$ cat config.mk
export PLATFORM = sky130hd
export DESIGN_NAME = cache_arbiter
export DESIGN_NICKNAME = d
export VERILOG_FILES = /design/src/rtl/cache_arbiter.sv
export SDC_FILE = /design/constraint.sdc
export NUM_CORES = 1
export LEC_CHECK = 0
export CAP_MARGIN = 20
export CORE_MARGIN = 2
export CORE_UTILIZATION = 30
export DETAILED_ROUTE_END_ITERATION = 10
export MAX_ROUTING_LAYER = met4
export PLACE_DENSITY_LB_ADDON = 0.15
export REMOVE_ABC_BUFFERS = 1
export SETUP_SLACK_MARGIN = 0.05
export SLEW_MARGIN = 20
export SYNTH_ARGS = -nofsm -noshare
export SYNTH_HDL_FRONTEND = slang
export SYNTH_SLANG_ARGS = --single-unit
$ cat constraint.sdc
create_clock -name clock -period 2.2 [get_ports clock]
set_input_delay 0.33 -clock clock [delete_from_list [all_inputs] [get_ports clock]]
set_output_delay 0.33 -clock clock [all_outputs]
set_load 0.05 [all_outputs]
$ cat src/rtl/cache_arbiter.sv
// Two-requester round-robin arbiter in front of a single-ported cache.
// Each granted request runs IDLE -> BUSY -> RELEASE, ending in a done pulse (with an optional timeout error).
module cache_arbiter #(
  parameter int TIMEOUT_CYCLES = 255
) (
  input  logic        clock,
  input  logic        reset,
  input  logic [24:0] req0,
  input  logic [24:0] req1,
  input  logic        req0_valid,
  input  logic        req1_valid,
  output logic [7:0]  resp0_data,
  output logic [7:0]  resp1_data,
  output logic        resp0_done,
  output logic        resp1_done,
  output logic        resp_error,
  output logic [24:0] cache_request,
  output logic        cache_request_ready,
  input  logic [7:0]  cache_data_out,
  input  logic        cache_data_out_ready,
  output logic        grant,
  output logic        busy
);

  // Counter value at which the next silent BUSY edge aborts the transaction.
  localparam logic [7:0] TIMEOUT_LAST = 8'(TIMEOUT_CYCLES - 1);

  typedef enum logic [1:0] {
    IDLE    = 2'd0,
    BUSY    = 2'd1,
    RELEASE = 2'd2
  } state_t;

  state_t      state_reg, state_next;
  logic [24:0] req_reg, req_next;
  logic        grant_reg, grant_next;
  logic        prio_reg, prio_next;
  logic [7:0]  count_reg, count_next;
  logic        error_reg;
  logic        winner;
  logic        finish_ok;
  logic        finish_timeout;

  always_comb begin
    state_next     = state_reg;
    req_next       = req_reg;
    grant_next     = grant_reg;
    prio_next      = prio_reg;
    count_next     = count_reg;
    winner         = 1'b0;
    finish_ok      = 1'b0;
    finish_timeout = 1'b0;
    case (state_reg)
      IDLE: begin
        if (req0_valid || req1_valid) begin
          // prio_reg names the requester that wins a tie; a lone requester always wins
          winner     = (req0_valid && req1_valid) ? prio_reg : req1_valid;
          req_next   = winner ? req1 : req0;
          grant_next = winner;
          prio_next  = ~winner;
          count_next = '0;
          state_next = BUSY;
        end
      end
      BUSY: begin
        // A response arriving on the limit edge still counts as a normal completion
        if (cache_data_out_ready) begin
          finish_ok  = 1'b1;
          state_next = RELEASE;
        end else if (count_reg == TIMEOUT_LAST) begin
          finish_timeout = 1'b1;
          state_next     = RELEASE;
        end else begin
          count_next = count_reg + 8'd1;
        end
      end
      RELEASE: begin
        if (!cache_data_out_ready) begin
          state_next = IDLE;
        end
      end
      default: state_next = IDLE;
    endcase
  end

  always_ff @(posedge clock) begin
    if (reset) begin
      state_reg <= IDLE;
      req_reg   <= '0;
      grant_reg <= 1'b0;
      prio_reg  <= 1'b0;
      count_reg <= '0;
      error_reg <= 1'b0;
    end else begin
      state_reg <= state_next;
      req_reg   <= req_next;
      grant_reg <= grant_next;
      prio_reg  <= prio_next;
      count_reg <= count_next;
      error_reg <= finish_timeout;
    end
  end

  genvar gi;
  generate
    for (gi = 0; gi < 2; gi++) begin : g_resp
      localparam logic IDX = 1'(gi);
      logic [7:0] data_reg;
      logic       done_reg;

      always_ff @(posedge clock) begin
        if (reset) begin
          data_reg <= '0;
          done_reg <= 1'b0;
        end else begin
          done_reg <= (finish_ok || finish_timeout) && (grant_reg == IDX);
          if (finish_ok && (grant_reg == IDX)) begin
            data_reg <= cache_data_out;
          end
        end
      end
    end
  endgenerate

  assign resp0_data          = g_resp[0].data_reg;
  assign resp1_data          = g_resp[1].data_reg;
  assign resp0_done          = g_resp[0].done_reg;
  assign resp1_done          = g_resp[1].done_reg;
  assign resp_error          = error_reg;
  assign cache_request       = (state_reg == BUSY) ? req_reg : '0;
  assign cache_request_ready = (state_reg == BUSY);
  assign grant               = grant_reg;
  assign busy                = (state_reg != IDLE);

endmodule

==> images/clock_map.png <==
(3 px per um)
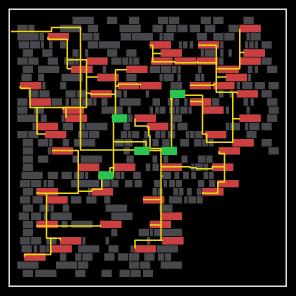
legend:
  red:
    item: flip-flops
    count: 56
  yellow:
    item: clock wires
    length: 666 um
  green:
    item: cells driving clock nets
    count: 5
flops lie: widely spread
clock power share: 25.4%
Clk power: 0.589 mW
clk_skew: 0.00753 ns
worst skew pair latency: 0.31 ns

==> images/zoom.png <==
Window x 59 to 79, y 13 to 33 um. Cells in gray, sequential cells in the stronger gray; small squares are vias.
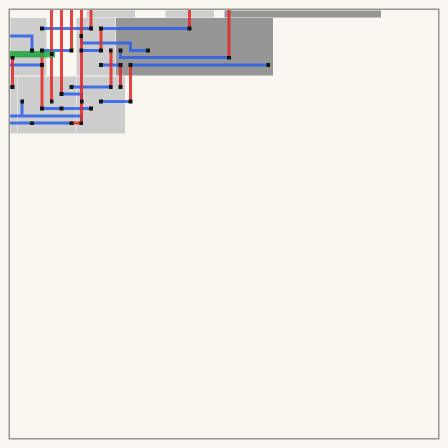
legend:
  green:
    layer: met3
  blue:
    layer: met1
  red:
    layer: met2
sequential cells in the window: 1
netlist names of flops here include: count_reg (1)
cells with their middle in the window: 5

==> images/final_congestion.png <==
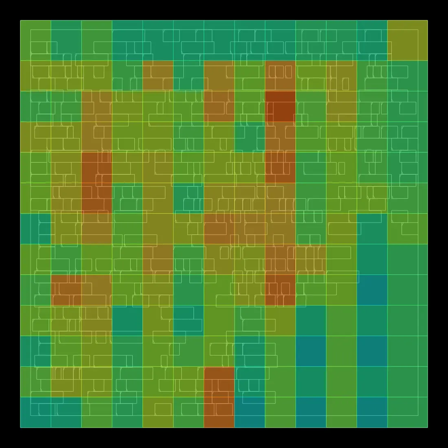
met3 Use GR: 5.34%
Post-Route Utilization: 51.2%
GR peak layer: met2
met1 GRT Util: 19.2%

==> deck_impl_summary.md <==
Physical Implementation Snapshot

Routing
  • DRT antenna net count: 0
  • DR iter-0 viols: approximately 150
  • Post-DR vias/cell: about 5
  • Met3 wire length: approximately 580 um
  • Met1 Wirelength: roughly 2.8 mm
  • Met2 layer wire length in the routed design: 3.05 mm
  • Highest routed layer: met4
  • 1st-pass router iterations: 5

Setup path
  • Critical path class: reg -> out
  • WP data arrival: between 1.5 and 2 ns
  • Crit path launch type: flip-flop
  • CP required: ~1.9 ns
  • Critical-path maximum fanout: 4

Die
  • Die X: about 92 um
  • FP Util: just over 30%
  • Die H: 91.9 um
  • Ports: 110
  • Count of standard-cell rows: 32
  • Total core area: ~7600 um2
  • Chip footprint: approximately 8400 um2

Cells and area
  • Filler instances: approximately 730
  • Layout cells sized above 1: a little over an eighth
  • Area growth syn-to-layout: 68.3%
  • Nets: 432
  • # diodes: 0
  • Max reg flops: 25

Pwr
  • Leak: between 1 and 1.5 nW
  • PwrDens: 596 nW/um2
  • Pint: about 1.6 mW
  • Sequential Power Share: a little under half
  • Switching share of power: a little under a third
  • Sw power: approximately 0.71 mW
  • Logic pwr share: ~27%
  • Overall power: roughly 2.3 mW

GRT
  • Vias in the first global route: between 2000 and 2500
  • GRT overflow: 0
  • GRT met2 Usage: 26.5%
  • Initial antenna violation count: 0

STA
  • Unrepaired setup endpoints after global routing: false
  • Worst slew pin tran: roughly 0.52 ns
  • Number of setup violations in the final report: 0
  • Max-slew violation count: 0
  • Hold Vio Cnt, Final: 0
  • Fin crit period: between 2 and 2.5 ns
  • Max Fclk: slightly below 500 MHz
  • Slew headroom: 65.6%
  • Final period utilization: 91.5%

Yosys
  • Synthesized area: approximately 2300 um2
  • Synth top area share: 48.4%
  • Synth area leaders: dfxtp_1 48%, a222oi_1 11%, and2_1 6.8%, nor2_1 6.2%, mux2i_1 3.5%
  • Netlist cell types: 26
  • Yosys stat area: between 2000 and 2500 um2
  • Mean Syn Cell Area: 8.87 um2
  • Post-synth top area cell: dfxtp_1
  • Post-synthesis sequential area ratio: between 40% and 50%
  • Cell count after synthesis: 261
  • Ys Warns: 0
  • Post-synth regs: 56

Clock tree
  • CTS H-tree lvls: 2
  • Clk slew on worst S/H paths: roughly 0.11 ns
  • CTS buffer count: 5
  • Hold bufs inserted after CTS: 0
  • Cts repair resizes: 0
  • CTS tree: yes
  • Clock Path Buffers: 2

Place
  • RePlAce Congestion: between 0.8 and 0.9
  • IO buf count: 109
  • DP Cell Count: 462
  • HPWL after DPL: between 4 and 5 mm

Min path
  • Hold crit path type: in -> reg

Status
  • Outcome: finished clean
==> images/registers.png <==
(4 px per um) Other sequential cells in the stronger gray, the rest of the logic in the fainter gray.
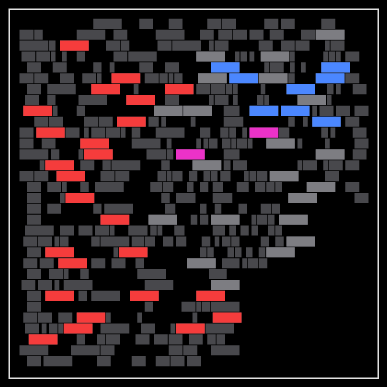
legend:
  red:
    netlist_name: req_reg
    placed_flops: 25
  blue:
    netlist_name: resp1_data
    placed_flops: 8
    where: north-east
  magenta:
    netlist_name: state_reg
    placed_flops: 2
not colored: 21

==> images/metal_stack.png <==
(4 px per um)
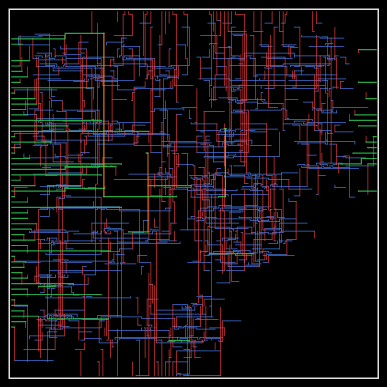
legend:
  orange:
    layer: met4
    wire_length: 77.5 um
  red:
    layer: met2
    wire_length: 3050 um
  blue:
    layer: met1
    wire_length: 2810 um
  green:
    layer: met3
    wire_length: 576 um
Vias: 2331
routed length per instance: 13.8 um
gr usage total: 16.2%
final WL: 6.51 mm

path summary, 6_finish.rpt:
| kind | endpoint | from | slack [ns] | cells after the start |
|---|---|---|---|---|
| max | busy | state_reg[1]$_SDFFE_PP0P_ | 0.19 | 3 |
| max reg2reg | count_reg[5]$_SDFFE_PP0P_ | count_reg[0]$_SDFFE_PP0P_ | 0.45 | 6 |
| min | req_reg[24]$_SDFFE_PP0P_ | reset | 0.44 | 2 |
| min reg2reg | resp1_data[7]$_SDFFE_PP0P_ | resp1_data[7]$_SDFFE_PP0P_ | 0.46 | 2 |
cell usage after synthesis:
cell type / n
a31oi_1: 5
or2b_1: 1
a222oi_1: 25
nand2b_1: 2
nand3_1: 15
a21o_1: 1
and3_1: 5
or3_1: 6
a21oi_1: 15
and2_1: 25
or4_1: 2
ha_1: 2
nor3_1: 1
nand2_1: 20
clkbuf_1: 17
mux2i_1: 8
o21ai_1: 1
o211ai_1: 3
nand4_1: 1
inv_1: 5
and4_1: 1
or3b_4: 1
dfxtp_1: 56
or4bb_1: 1
nor2_1: 38
buf_2: 4
through the flow:
| stage | utilization (%) | setup WS, ns | cell area, um2 | hold slack [ns] |
|---|---|---|---|---|
| 6_report | 51.2 | 0.186 | 3900 | 0.439 |
| 5_1_grt | 51.2 | 0.0891 | 3900 | 0.464 |
| 4_1_cts | 51.2 | 0.153 | 3900 | 0.437 |
| 3_5_place_dp | 50.0 | 0.229 | 3800 | 0.446 |
| 3_3_place_gp | 50.0 | 0.253 | 3800 | 0.443 |
| 2_1_floorplan | - | 0.117 | 2230 | 0.399 |
power groups by stage:
stage	Combinational (mW)	Sequential, mW	Clock [mW]
floorplan	0.256	1.16	0
global placement	0.630	1.13	0
detailed placement	0.635	1.13	0
CTS	0.636	1.11	0.613
global route	0.676	1.11	0.655
finish	0.630	1.10	0.589
placed cells by master, fill, tap and decap left out, drive strengths merged, types with 2 or more instances in the layout:
cell	Yosys	routed
or3	6	6
and2	25	25
or4	2	2
clkdlybuf4s50	0	82
and3	5	5
nand2b	2	2
nand3	15	15
mux2i	8	8
nor2	38	38
ha	2	2
inv	5	7
dfxtp	56	56
a31oi	5	5
nand2	20	20
a21oi	15	15
clkbuf	17	5
buf	4	38
a222oi	25	25
o211ai	3	3
logic make-up (layout without fill, tap and decap cells):
| kind of cell | count (synthesis) | after routing | share of synthesized area, % |
|---|---|---|---|
| adders and majority gates | 2 | 2 | 1.08 |
| AOI/OAI and AO/OA | 50 | 50 | 16.9 |
| muxes | 8 | 8 | 3.46 |
| DFF | 56 | 56 | 48.4 |
| and+or+nand+nor | 119 | 119 | 25.7 |
| buffers and inverters | 26 | 133 | 4.43 |
worst max-delay path, cell delays in order (launching register included):
cell             delay, ns
dfxtp_1               0.36
nor2_1                0.24
inv_1                 0.07
clkdlybuf4s50_1       0.71
cell type report:
class | instances | area (um2) | share of cell area [%]
clock buffer | 5 | 68.8 | 1.77
clock inverter | 3 | 25.0 | 0.642
inverter | 5 | 18.8 | 0.481
multi-input combinational | 179 | 1100 | 28.1
sequential | 56 | 1120 | 28.8
tap | 102 | 128 | 3.27
timing repair buffer | 120 | 1440 | 37.0
No activity file was given, so power comes from the tool's default toggle rates.
